$ cat config.mk
export PLATFORM = sky130hd
export DESIGN_NAME = panel_writer
export DESIGN_NICKNAME = d
export VERILOG_FILES = /design/src/rtl/score4_pkg.sv /design/src/rtl/drop_target.sv /design/src/rtl/panel_writer.sv
export SDC_FILE = /design/constraint.sdc
export NUM_CORES = 1
export LEC_CHECK = 0
export ABC_AREA = 0
export CAP_MARGIN = 20
export CELL_PAD_IN_SITES_DETAIL_PLACEMENT = 1
export CELL_PAD_IN_SITES_GLOBAL_PLACEMENT = 1
export CORE_MARGIN = 2
export CORE_UTILIZATION = 30
export DETAILED_ROUTE_END_ITERATION = 8
export PLACE_DENSITY_LB_ADDON = 0.1
export SLEW_MARGIN = 10
export SYNTH_ARGS = -nofsm -noshare
export SYNTH_HDL_FRONTEND = slang
export SYNTH_SLANG_ARGS = --single-unit
$ cat constraint.sdc
create_clock -name clk -period 14.5 [get_ports clk]
set_clock_uncertainty 0.05 [all_clocks]
set_input_delay 2.175 -clock clk [delete_from_list [all_inputs] [get_ports clk]]
set_output_delay 2.175 -clock clk [all_outputs]
set_load 0.03 [all_outputs]
$ cat src/rtl/score4_pkg.sv
// Shared types for the Score 4 panel: board geometry, cell colours and writer FSM states.
package score4_pkg;

    localparam int NCOLS = 7;
    localparam int NROWS = 6;

    typedef enum logic [1:0] {
        EMPTY = 2'b00,
        P1    = 2'b01,
        P2    = 2'b10
    } cell_t;

    typedef cell_t [NROWS-1:0]            column_t;
    typedef cell_t [NCOLS-1:0][NROWS-1:0] panel_t;

    typedef enum logic [1:0] {
        IDLE,
        CHECK,
        FALL,
        COMMIT
    } wr_state_t;

    function automatic cell_t other_player(input cell_t c);
        return (c == P1) ? P2 : P1;
    endfunction

endpackage

$ cat src/rtl/drop_target.sv
// Lowest free cell of one column (row 5 = bottom); purely combinational, no flow control.
module drop_target
    import score4_pkg::*;
(
    input  column_t    cells,
    output logic [2:0] target,
    output logic       full
);

    // Later (higher-index) empty rows override earlier ones, leaving the lowest free cell.
    always_comb begin
        target = 3'd0;
        full   = 1'b1;
        for (int r = 0; r < NROWS; r++) begin
            if (cells[r] == EMPTY) begin
                target = 3'(r);
                full   = 1'b0;
            end
        end
    end

endmodule

$ cat src/rtl/panel_writer.sv
// Score 4 panel write side: accepts a column play, animates the drop, commits and swaps turn.
// move_done (target+1)*DROP_TICKS+2 edges after acceptance; plays are only taken while ready.
module panel_writer
    import score4_pkg::*;
#(
    parameter int DROP_TICKS = 4
) (
    input  logic             clk,
    input  logic             rst,
    input  logic             new_game,
    input  logic [NCOLS-1:0] play,
    input  logic             play_valid,
    output logic             ready,
    output logic [1:0]       turn,
    output panel_t           panel,
    output panel_t           disp_panel,
    output logic             move_done,
    output logic             move_invalid
);

    localparam int TW = (DROP_TICKS > 1) ? $clog2(DROP_TICKS) : 1;

    wr_state_t        state_q, state_d;
    logic [NCOLS-1:0] col_q;
    logic [2:0]       col_idx_q, sel_idx;
    logic [2:0]       target_q, tgt;
    logic [2:0]       cur_row_q;
    logic [TW-1:0]    tick_q;
    panel_t           panel_q, disp_q, disp_d;
    cell_t            turn_q;
    logic             done_q, inval_q;
    logic             col_full, col_ok, tick_last;
    logic             load_col, start_fall, step_row, commit, reject;

    always_comb begin
        sel_idx = 3'd0;
        for (int c = 0; c < NCOLS; c++) begin
            if (col_q[c]) sel_idx = 3'(c);
        end
    end

    drop_target u_drop_target (
        .cells  (panel_q[sel_idx]),
        .target (tgt),
        .full   (col_full)
    );

    assign col_ok    = $onehot(col_q) && !col_full;
    assign tick_last = (tick_q == TW'(DROP_TICKS - 1));

    always_ff @(posedge clk or posedge rst) begin
        if (rst) state_q <= IDLE;
        else     state_q <= state_d;
    end

    // new_game bypasses the case entirely, so no strobe can fire in its cycle.
    always_comb begin
        state_d    = state_q;
        load_col   = 1'b0;
        start_fall = 1'b0;
        step_row   = 1'b0;
        commit     = 1'b0;
        reject     = 1'b0;
        if (new_game) begin
            state_d = IDLE;
        end else begin
            case (state_q)
                IDLE: begin
                    if (play_valid) begin
                        load_col = 1'b1;
                        state_d  = CHECK;
                    end
                end
                CHECK: begin
                    if (col_ok) begin
                        start_fall = 1'b1;
                        state_d    = FALL;
                    end else begin
                        reject  = 1'b1;
                        state_d = IDLE;
                    end
                end
                FALL: begin
                    if (tick_last) begin
                        if (cur_row_q == target_q) state_d  = COMMIT;
                        else                       step_row = 1'b1;
                    end
                end
                COMMIT: begin
                    commit  = 1'b1;
                    state_d = IDLE;
                end
                default: state_d = IDLE;
            endcase
        end
    end

    always_comb begin
        disp_d = panel_q;
        if (state_q == FALL) disp_d[col_idx_q][cur_row_q] = turn_q;
    end

    always_ff @(posedge clk or posedge rst) begin
        if (rst) begin
            col_q     <= '0;
            col_idx_q <= 3'd0;
            target_q  <= 3'd0;
            cur_row_q <= 3'd0;
            tick_q    <= '0;
            panel_q   <= panel_t'('0);
            disp_q    <= panel_t'('0);
            turn_q    <= P1;
            done_q    <= 1'b0;
            inval_q   <= 1'b0;
        end else begin
            done_q  <= commit;
            inval_q <= reject;
            disp_q  <= disp_d;
            if (new_game) begin
                panel_q   <= panel_t'('0);
                turn_q    <= P1;
                tick_q    <= '0;
                cur_row_q <= 3'd0;
            end else begin
                if (load_col) col_q <= play;
                if (start_fall) begin
                    col_idx_q <= sel_idx;
                    target_q  <= tgt;
                    cur_row_q <= 3'd0;
                    tick_q    <= '0;
                end
                if (state_q == FALL) begin
                    tick_q <= tick_last ? '0 : tick_q + 1'b1;
                    if (step_row) cur_row_q <= cur_row_q + 3'd1;
                end
                if (commit) begin
                    panel_q[col_idx_q][target_q] <= turn_q;
                    turn_q                       <= other_player(turn_q);
                end
            end
        end
    end

    assign ready        = (state_q == IDLE);
    assign turn         = turn_q;
    assign panel        = panel_q;
    assign disp_panel   = disp_q;
    assign move_done    = done_q;
    assign move_invalid = inval_q;

endmodule

**A small window of the routed layout**

Window x 76 to 101, y 40 to 65 um. Cells in grey, sequential cells in the stronger grey; small squares are vias.
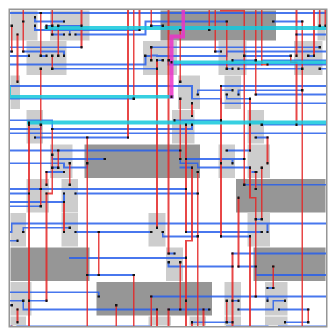
layer	colour
M3	cyan
M4	magenta
M2	red
M1	blue
netlist names of flops here include	`panel` (6)
sequential cells in the window	6
most frequent	nand2_1 (7), dfrtp_1 (6), a21oi_1 (5)
cells with their middle in the window	30

**I/O pins on the die edge**

Drawn at 3 px/um. Pins as bars across the die edge, other pins in grey.
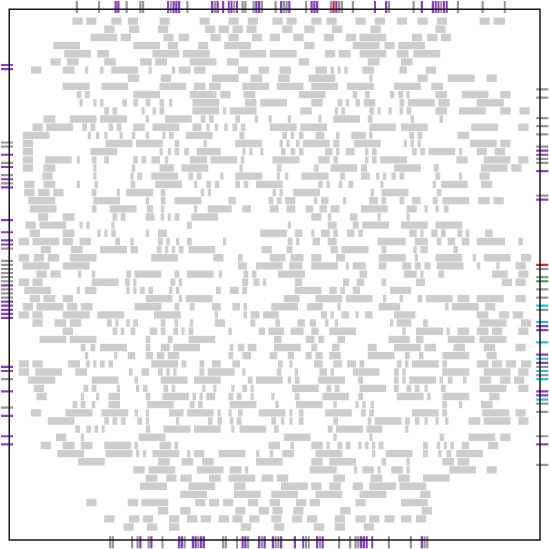
port	colour	pins	direction	edge
`turn`	red	2	output	1 top, 1 right
`play`	cyan	7	input	right
`play_valid`	green	1	input	right
`panel`	purple	84	output	28 top, 23 bottom, 22 left, 11 right
Die X: 176 um
port bufs: 183
die span in y: 176 um

**Gate families picked out**

Drawn at 1.5 px/um.
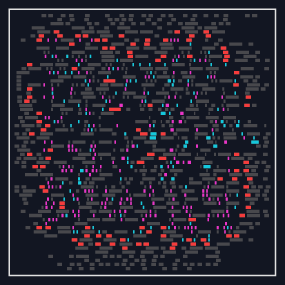
family	colour	cells
mux cells	red	100
nor cells	cyan	113
nand cells	magenta	200

**Routing congestion map**

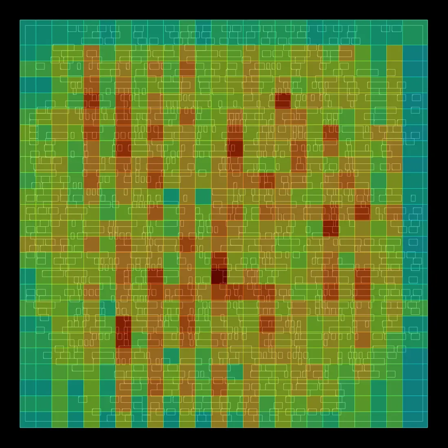
global routing's busiest layer: met2
met1 Usage GRT: 28.0%
all-layer global routing usage: 19.9%

**Sequential cells grouped by signal name**

Drawn at 1.5 px/um.
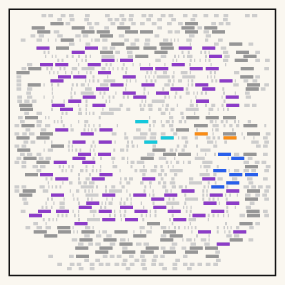
name in the netlist	colour	flops
`panel`	purple	84
`target_q`	cyan	3
`state_q`	orange	2
`col_q`	blue	7
not coloured	96
Reg area: 0.00481 mm^2
sequential power: 0.607 mW
Final Util: 39.6%
flop share of the area: 41.2%

==> flow_summary.json <==
{
  "xor_share_pct": 0.295,
  "htreeDepth": 4,
  "power.switching_mw": 0.477,
  "crit_family": "flip-flops",
  "placement_rows": 63,
  "critical_path.startpoint_type": "flip-flop",
  "fmax_mhz": 219,
  "floorplan.nets": 901,
  "worst-path-stages": 1,
  "hold_start": "tick_q[1]$_DFFE_PP0P_",
  "fp_util_pct": 30.3,
  "drt_iter0_drc": 396,
  "maxCapViolCount": 0,
  "insertion_delay_ns": 0.44,
  "fa_ha_area_share_pct": 1.18,
  "logic_area_mm2": 0.00383,
  "area_growth_pct": 30.8,
  "met3_usage_pct": 3.19,
  "synth.distinct_cells": 62,
  "muxShareOfSynthArea_pct": 13.0,
  "grt_use_met2_pct": 32.4,
  "ant_nets": 0,
  "clock_sinks": 192,
  "setup_viol": 0,
  "cp-end-kind": "output port",
  "cts_resized": 0,
  "io_pins": 184,
  "ff2ff_path_depth": 10,
  "r2r_setup_slack_ns": 10.69,
  "async_flop_share_pct": 100,
  "n_antenna_cell": 0,
  "wl_per_cell_um": 20.9,
  "slowest_stage": "dfstp_2",
  "cp_max_fo": 39,
  "fin_crit_ns": 4.57,
  "synth_warnings": 0,
  "status": "complete, no violations",
  "drc": 0,
  "timing.critical_path.arrival_ns": 2.35
}
-- flip-flops by register name, summed over array words and instances (netlist names) --
name          count
disp_panel       84
tick_q            2
cur_row_q         3
panel            84
col_q             7
move_invalid      1
target_q          3
state_q           2
move_done         1
turn              2
col_idx_q         3
-- per-layer routing --
layer,up-vias,part of all wire (%),routed length [um]
met1,3725,48,14400
li1,3361,-,-
met2,130,48,14400
met5,-,0,0
met4,0,1.1,332
met3,22,3.4,1010
-- power by group through the flow --
stage,Sequential (mW),Combinational (mW),Clock [mW]
2_1_floorplan,0.583,0.215,0
3_3_place_gp,0.614,0.289,0
3_5_place_dp,0.616,0.294,0
4_1_cts,0.606,0.295,0.490
5_1_grt,0.611,0.326,0.510
6_report,0.607,0.292,0.473
-- final cells by class --
| cell class | count | share of cell area, % |
|---|---|---|
| clock inverters | 12 | 1.02 |
| repair buffers | 194 | 16.3 |
| flip-flops and latches | 192 | 41.2 |
| inverters | 11 | 0.418 |
| multi-input cells | 619 | 32.8 |
| well taps | 390 | 4.18 |
| clock buffers | 20 | 4.00 |
-- metrics by stage --
stage          hold WS [ns]  setup WS [ns]  power [mW]  utilization (%)  area (um^2)
3_3_place_gp          0.465           9.94       0.904             37.6        11100
6_report              0.487           9.93        1.37             39.6        11700
2_1_floorplan         0.455           7.05       0.798                -         8920
5_1_grt               0.522           9.84        1.45             39.6        11700
4_1_cts               0.484           9.88        1.39             39.6        11700
3_5_place_dp          0.474           9.94       0.910             37.6        11100
-- worst register-to-register path: stages (launching register included) --
cell,delay [ns]
dfrtp_1,0.74
inv_1,0.30
fa_1,0.51
inv_1,0.08
fa_1,0.15
inv_1,0.05
fa_1,0.48
nand3_1,0.08
a31oi_1,0.29
and4bb_1,0.62
mux2_4,0.35
Power is estimated from default activity; no workload was simulated.
